[config.mk]
export PLATFORM = sky130hd
export DESIGN_NAME = scan_seq16
export DESIGN_NICKNAME = d
export VERILOG_FILES = /design/src/rtl/scan_seq16.sv
export SDC_FILE = /design/constraint.sdc
export NUM_CORES = 1
export LEC_CHECK = 0
export CAP_MARGIN = 5
export CORE_MARGIN = 2
export CORE_UTILIZATION = 55
export DETAILED_ROUTE_END_ITERATION = 8
export MAX_ROUTING_LAYER = met4
export PLACE_DENSITY_LB_ADDON = 0.2
export SYNTH_ARGS = -nofsm -noshare
export SYNTH_HDL_FRONTEND = slang
export SYNTH_SLANG_ARGS = --single-unit
[constraint.sdc]
create_clock -name clk -period 2.8 [get_ports clk]
set_input_delay 0.7 -clock clk [delete_from_list [all_inputs] [get_ports clk]]
set_output_delay 0.7 -clock clk [all_outputs]
set_load 0.05 [all_outputs]
[src/rtl/scan_seq16.sv]
// scan_seq16 -- line-scan sequencer feeding the a0..a3 selects of a 4-to-16 decoder.
// Steps a 4-bit line index up (0->15) or down (15->0) and holds each line for DIV clocks.
// It runs in continuous or single-pass mode, has start/stop control, and pulses done.
// Optional feature: define SCAN_SKIP_EN to add the skip_mask input. Lines whose mask bit
// is set are skipped, and the mask is sampled live.
module scan_seq16 #(
  parameter int DIV   = 4,
  parameter int DIV_W = 8
) (
  input  logic        clk,
  input  logic        rst,
  input  logic        start,
  input  logic        stop,
  input  logic        dir,
  input  logic        single,
`ifdef SCAN_SKIP_EN
  input  logic [15:0] skip_mask,
`endif
  output logic        a0,
  output logic        a1,
  output logic        a2,
  output logic        a3,
  output logic [3:0]  idx,
  output logic        line_en,
  output logic        busy,
  output logic        done
);

  typedef enum logic {
    IDLE = 1'b0,
    RUN  = 1'b1
  } state_t;

  localparam logic [DIV_W-1:0] LAST_CNT = DIV_W'(DIV - 1);
  localparam logic [DIV_W-1:0] CNT_ONE  = DIV_W'(1);

  state_t           state_r;
  logic [DIV_W-1:0] cnt_r;
  logic             dir_r;
  logic             single_r;
  logic [15:0]      mask_s;
  logic [4:0]       first_s;   // {found, index}
  logic [4:0]       next_s;    // {found, index}

`ifdef SCAN_SKIP_EN
  assign mask_s = skip_mask;
`else
  assign mask_s = 16'h0000;
`endif

  // Find the first unmasked line counted from the start end of the scan direction.
  // The loop runs from the far end, so the nearest candidate is written last and wins.
  function automatic logic [4:0] find_first(input logic down, input logic [15:0] mask);
    logic [4:0] res;
    logic [3:0] cand;
    res = 5'd0;
    for (int k = 15; k >= 0; k--) begin
      cand = down ? 4'(15 - k) : 4'(k);
      if (!mask[cand]) begin
        res = {1'b1, cand};
      end else begin
        res = res;
      end
    end
    return res;
  endfunction

  // Find the next unmasked line after cur in the scan direction.
  // Without wrap, only lines strictly ahead of cur are eligible, so "not found" marks the
  // terminal line. With wrap, the search goes past the end and may land back on cur itself.
  function automatic logic [4:0] find_next(input logic [3:0]  cur,
                                           input logic        down,
                                           input logic [15:0] mask,
                                           input logic        wrap);
    logic [4:0] res;
    logic [4:0] step;
    logic [3:0] cand;
    logic       ahead;
    res = 5'd0;
    for (int k = 16; k >= 1; k--) begin
      step  = 5'(k);
      cand  = down ? (cur - step[3:0]) : (cur + step[3:0]);
      ahead = down ? (step <= {1'b0, cur}) : (step <= (5'd15 - {1'b0, cur}));
      if (!mask[cand] && (wrap || ahead)) begin
        res = {1'b1, cand};
      end else begin
        res = res;
      end
    end
    return res;
  endfunction

  // Candidate indices: the first line for a new scan, and the following line for a tick.
  always_comb begin
    first_s = find_first(dir, mask_s);
    next_s  = find_next(idx, dir_r, mask_s, !single_r);
  end

  // Decoder selects come straight from the registered index; a0 is the MSB.
  assign a0 = idx[3];
  assign a1 = idx[2];
  assign a2 = idx[1];
  assign a3 = idx[0];

  // Sequencer FSM: prescaler, index stepping, mode latching and the registered status outputs.
  always_ff @(posedge clk) begin
    if (rst) begin
      state_r  <= IDLE;
      cnt_r    <= '0;
      idx      <= 4'd0;
      dir_r    <= 1'b0;
      single_r <= 1'b0;
      line_en  <= 1'b0;
      busy     <= 1'b0;
      done     <= 1'b0;
    end else begin
      case (state_r)
        IDLE: begin
          done <= 1'b0;
          if (start && !stop && first_s[4]) begin
            state_r  <= RUN;
            idx      <= first_s[3:0];
            cnt_r    <= '0;
            dir_r    <= dir;
            single_r <= single;
            line_en  <= 1'b1;
            busy     <= 1'b1;
          end else begin
            state_r <= IDLE;
          end
        end
        RUN: begin
          done <= 1'b0;
          if (stop) begin
            // Abort: idx and count hold, and no done pulse is given.
            state_r <= IDLE;
            line_en <= 1'b0;
            busy    <= 1'b0;
          end else if (cnt_r == LAST_CNT) begin
            cnt_r <= '0;
            if (!next_s[4] && single_r) begin
              // Terminal tick of a single pass: idx keeps the terminal line.
              state_r <= IDLE;
              line_en <= 1'b0;
              busy    <= 1'b0;
              done    <= 1'b1;
            end else if (next_s[4]) begin
              idx <= next_s[3:0];
            end else begin
              // Every line is masked mid-scan: stay on the current line.
              idx <= idx;
            end
          end else begin
            cnt_r <= cnt_r + CNT_ONE;
          end
        end
        default: begin
          state_r <= IDLE;
          line_en <= 1'b0;
          busy    <= 1'b0;
          done    <= 1'b0;
        end
      endcase
    end
  end

endmodule

==> run summary <==
run metrics: status=completed, critical path depth=10, crit path from=idx[3]$_SDFFE_PP0P_, CTS H-tree depth=1, Critical-path top delay cell=o31ai_4, Die Y=73.5 um, post-CTS sizing=1, # Cells Yosys=336, CP Data Required Time=2.95 ns, Adder Share, Synth=14.4%, DR WL/cell=20.1 um, dpl hpwl=6.74 mm, asr flop ratio synth=0%, IO Count=17, Hold Fails Final Rpt=0, max_slew headroom=59.6%, vias in the first global route=2678, largest net degree at the start of global routing=21, Mapped Avg Cell Area=7.91 um2, Final nets=410, port buffer count=16, initial antenna violation count=1, Yosys cell types=80, Die Size=5400 um2, critical path arrival=2.90 ns, Fin Setup TNS=0 ns, Leak=0.00121 uW, top cells by area, synth=ha_1, dfxtp_1, nor2_1, nand2_1, xnor2_1, total congestion overflow=0, r2r endpoint=idx[2]$_SDFFE_PP0P_, Final Wtd Congestion=1.05, Max rail drop VDD=0.000141 V, Tool Warnings=45, CTS Buf Count=3, Seq share, synth=12.8%, Synth Area in Compound Gates=26.6%, layout cells sized above 1=20.4%, most frequent cells in the layout=buf_4, nor2_1, nand2_1, ha_1, o21ai_0, element type at the critical path end=flip-flop, CTS Buffer Depth=2, R2R Path Start=idx[3]$_SDFFE_PP0P_, cells on worst reg2reg path=10, Basic Gates by Area=31.1%, Post-Syn Instances=336, Post-synth regs=17, total power density per cell area=266 nW/um2, clock sinks=17, hold crit path type=reg2reg, top cells by count=ha_1, nor2_1, nand2_1, min Tclk post-route=2.75 ns, root buffer cell=clkbuf_8, end of the worst hold path=cnt_r[7]$_SDFFE_PP0P_, Clk pwr share=24.0%, worst setup path endpoint=idx[2]$_SDFFE_PP0P_, xor/xnor share=5.28%, Core ar.=4690 um2, Comb group=366 uW, Dominant flop cell=dfxtp_1, DR pass1 iterations=5, Mux cell area share=3.63%, CP max stage delay=0.44 ns, placed cell count=421, RSZ-0062 raised after global routing=false, Top reg by flops=cnt_r, Worst Hold Depth=2, Largest register FFs=8, startpoint types=flip-flop, clock transition at the registers of the reported paths=0.08 ns, Combinational Power Share=43.9%, worst path cell trace=clkinvlp_4, ha_4, and2_4, o32ai_2, and4_1, nand4_2, o31ai_4, buf_4, nor3_1, o2bb2ai_2, DR vias=2875, Slew Viols, Final=0, most instantiated library cell after synthesis=ha_1, Area Growth Syn to Fin=17.9%, Synth logic family=simple AND/OR/NAND/NOR gates, row cnt=25, Clock Power=200 uW, Max Clock Freq=363 MHz, final antenna-violating net count=0, Hold Worst Slack=0.500 ns, GRT Util Overall=33.1%, NetSw=338 uW, Synth Cell Area=2660 um2, area leader, netlist=ha_1, Pint=497 uW, area reported by Yosys stat=2660 um2, vias per inst=6.72, Worst Slack Setup Final=0.0453 ns, hold_buf cts=0, die width=73.5 um, post-synth net total=372, Ys Warns=0, Seq power=268 uW, biggest regs=cnt_r (8), idx (4), Crit Path Class=reg2reg, Least-Margin Pin Slew=0.604 ns, post-layout util=66.8%, placed inst area=3050 um2, CTS tree=yes, FP Util=56.6%, design area=3130 um2, Flop pwr share=32.1%, Power, Total=835 uW, Largest type area fraction=13.7%, switch share=40.4%, cycle use final=98.4%, heaviest power group=combinational cells, CP top delay family=AND-OR/OR-AND gates, crit-path max FO=8, postcts setup bufs=0, dpl ws=0.0217 ns, Max Cap Viol=0, DRC viols=0, Hold Crit Start=cnt_r[7]$_SDFFE_PP0P_, Total Wirelength=8.60 mm, Buf+Inv Stages, Crit Path=2, r2r setup slk=0.05 ns, first-pass GRT wire length=13.4 mm, flip-flops with a built-in enable=0, Final Setup Violations=0, First DRT Iteration DRCs=355
[cell type report]
type / count / area (um2)
Antenna cell: 1 / 2.50
Clock buffer: 3 / 41.3
Clock inverter: 1 / 5.00
Fill cell: 397 / 1560
Inverter: 8 / 33.8
Multi-Input combinational cell: 292 / 2200
Sequential cell: 17 / 353
Tap cell: 54 / 67.6
Timing Repair Buffer: 52 / 430
[per-layer routing]
| metal | wire [um] | vias to the layer above | share of wire [%] | global-route usage [%] |
|---|---|---|---|---|
| met1 | 3610 | 1323 | 42 | 44.6 |
| met2 | 3780 | 179 | 44 | 48.6 |
| met4 | 487 | 0 | 5.7 | 17.0 |
| li1 | - | 1326 | - | - |
| met3 | 728 | 47 | 8.5 | 3.70 |
| met5 | 0 | - | 0 | - |
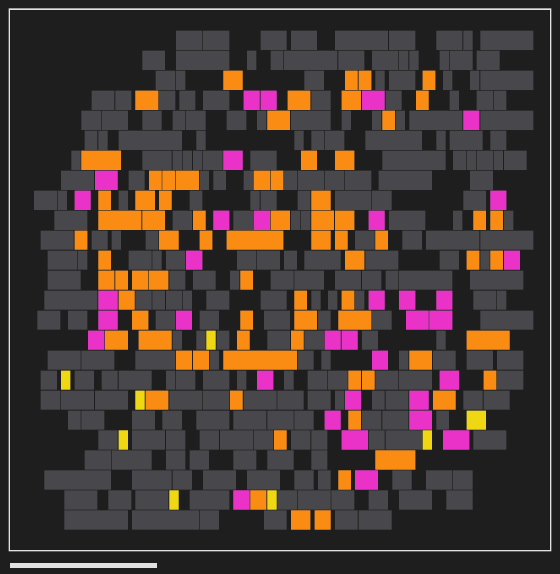
Fig. 1. Gate-type map.
Scale bar: 20 um.
orange -> inverting AOI/OAI gates  # cells 75
yellow -> inverters  # cells 8
magenta -> AND and OR gates  # cells 35
logic share of the area: 70.2%
Layout Cells excl Fill: 428
most used logic cell in the final layout: buf_4

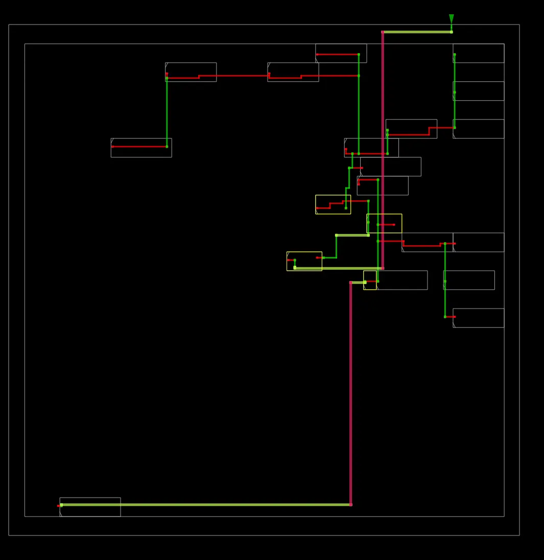
Fig. 2. Clock nets.
worst skew pair latency: 0.26 ns
Post-Route Skew: 0.00549 ns
flip-flops: 17

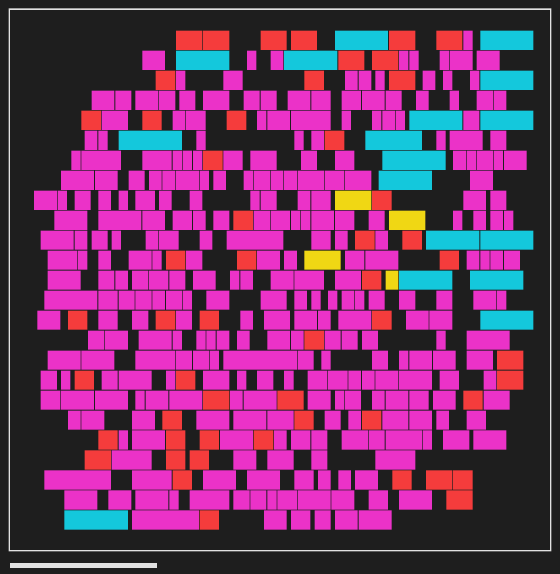
Fig. 3. Cell classes on the final placement.
Scale bar: 20 um.
red -> other buffers and delay cells  # cells 52, share of their area 14%
yellow -> clock drivers and dummy loads  # cells 4, share of their area 1.5%
cyan -> flops  # cells 17, share of their area 12%
magenta -> all other logic  # cells 300, share of their area 73%

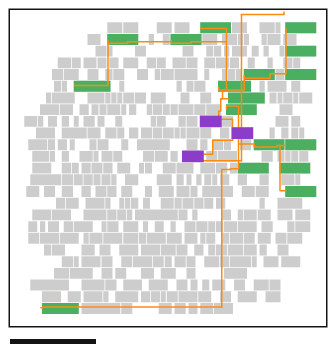
Fig. 4. Clock wires, drivers and flops.
Scale bar: 20 um.
purple -> cells driving clock nets  # count 3
orange -> clock wires  # length 315 um
green -> flip-flops  # count 17
routed clock nets = 4

Power figures rest on the tool's default switching activity, not on a simulated workload.
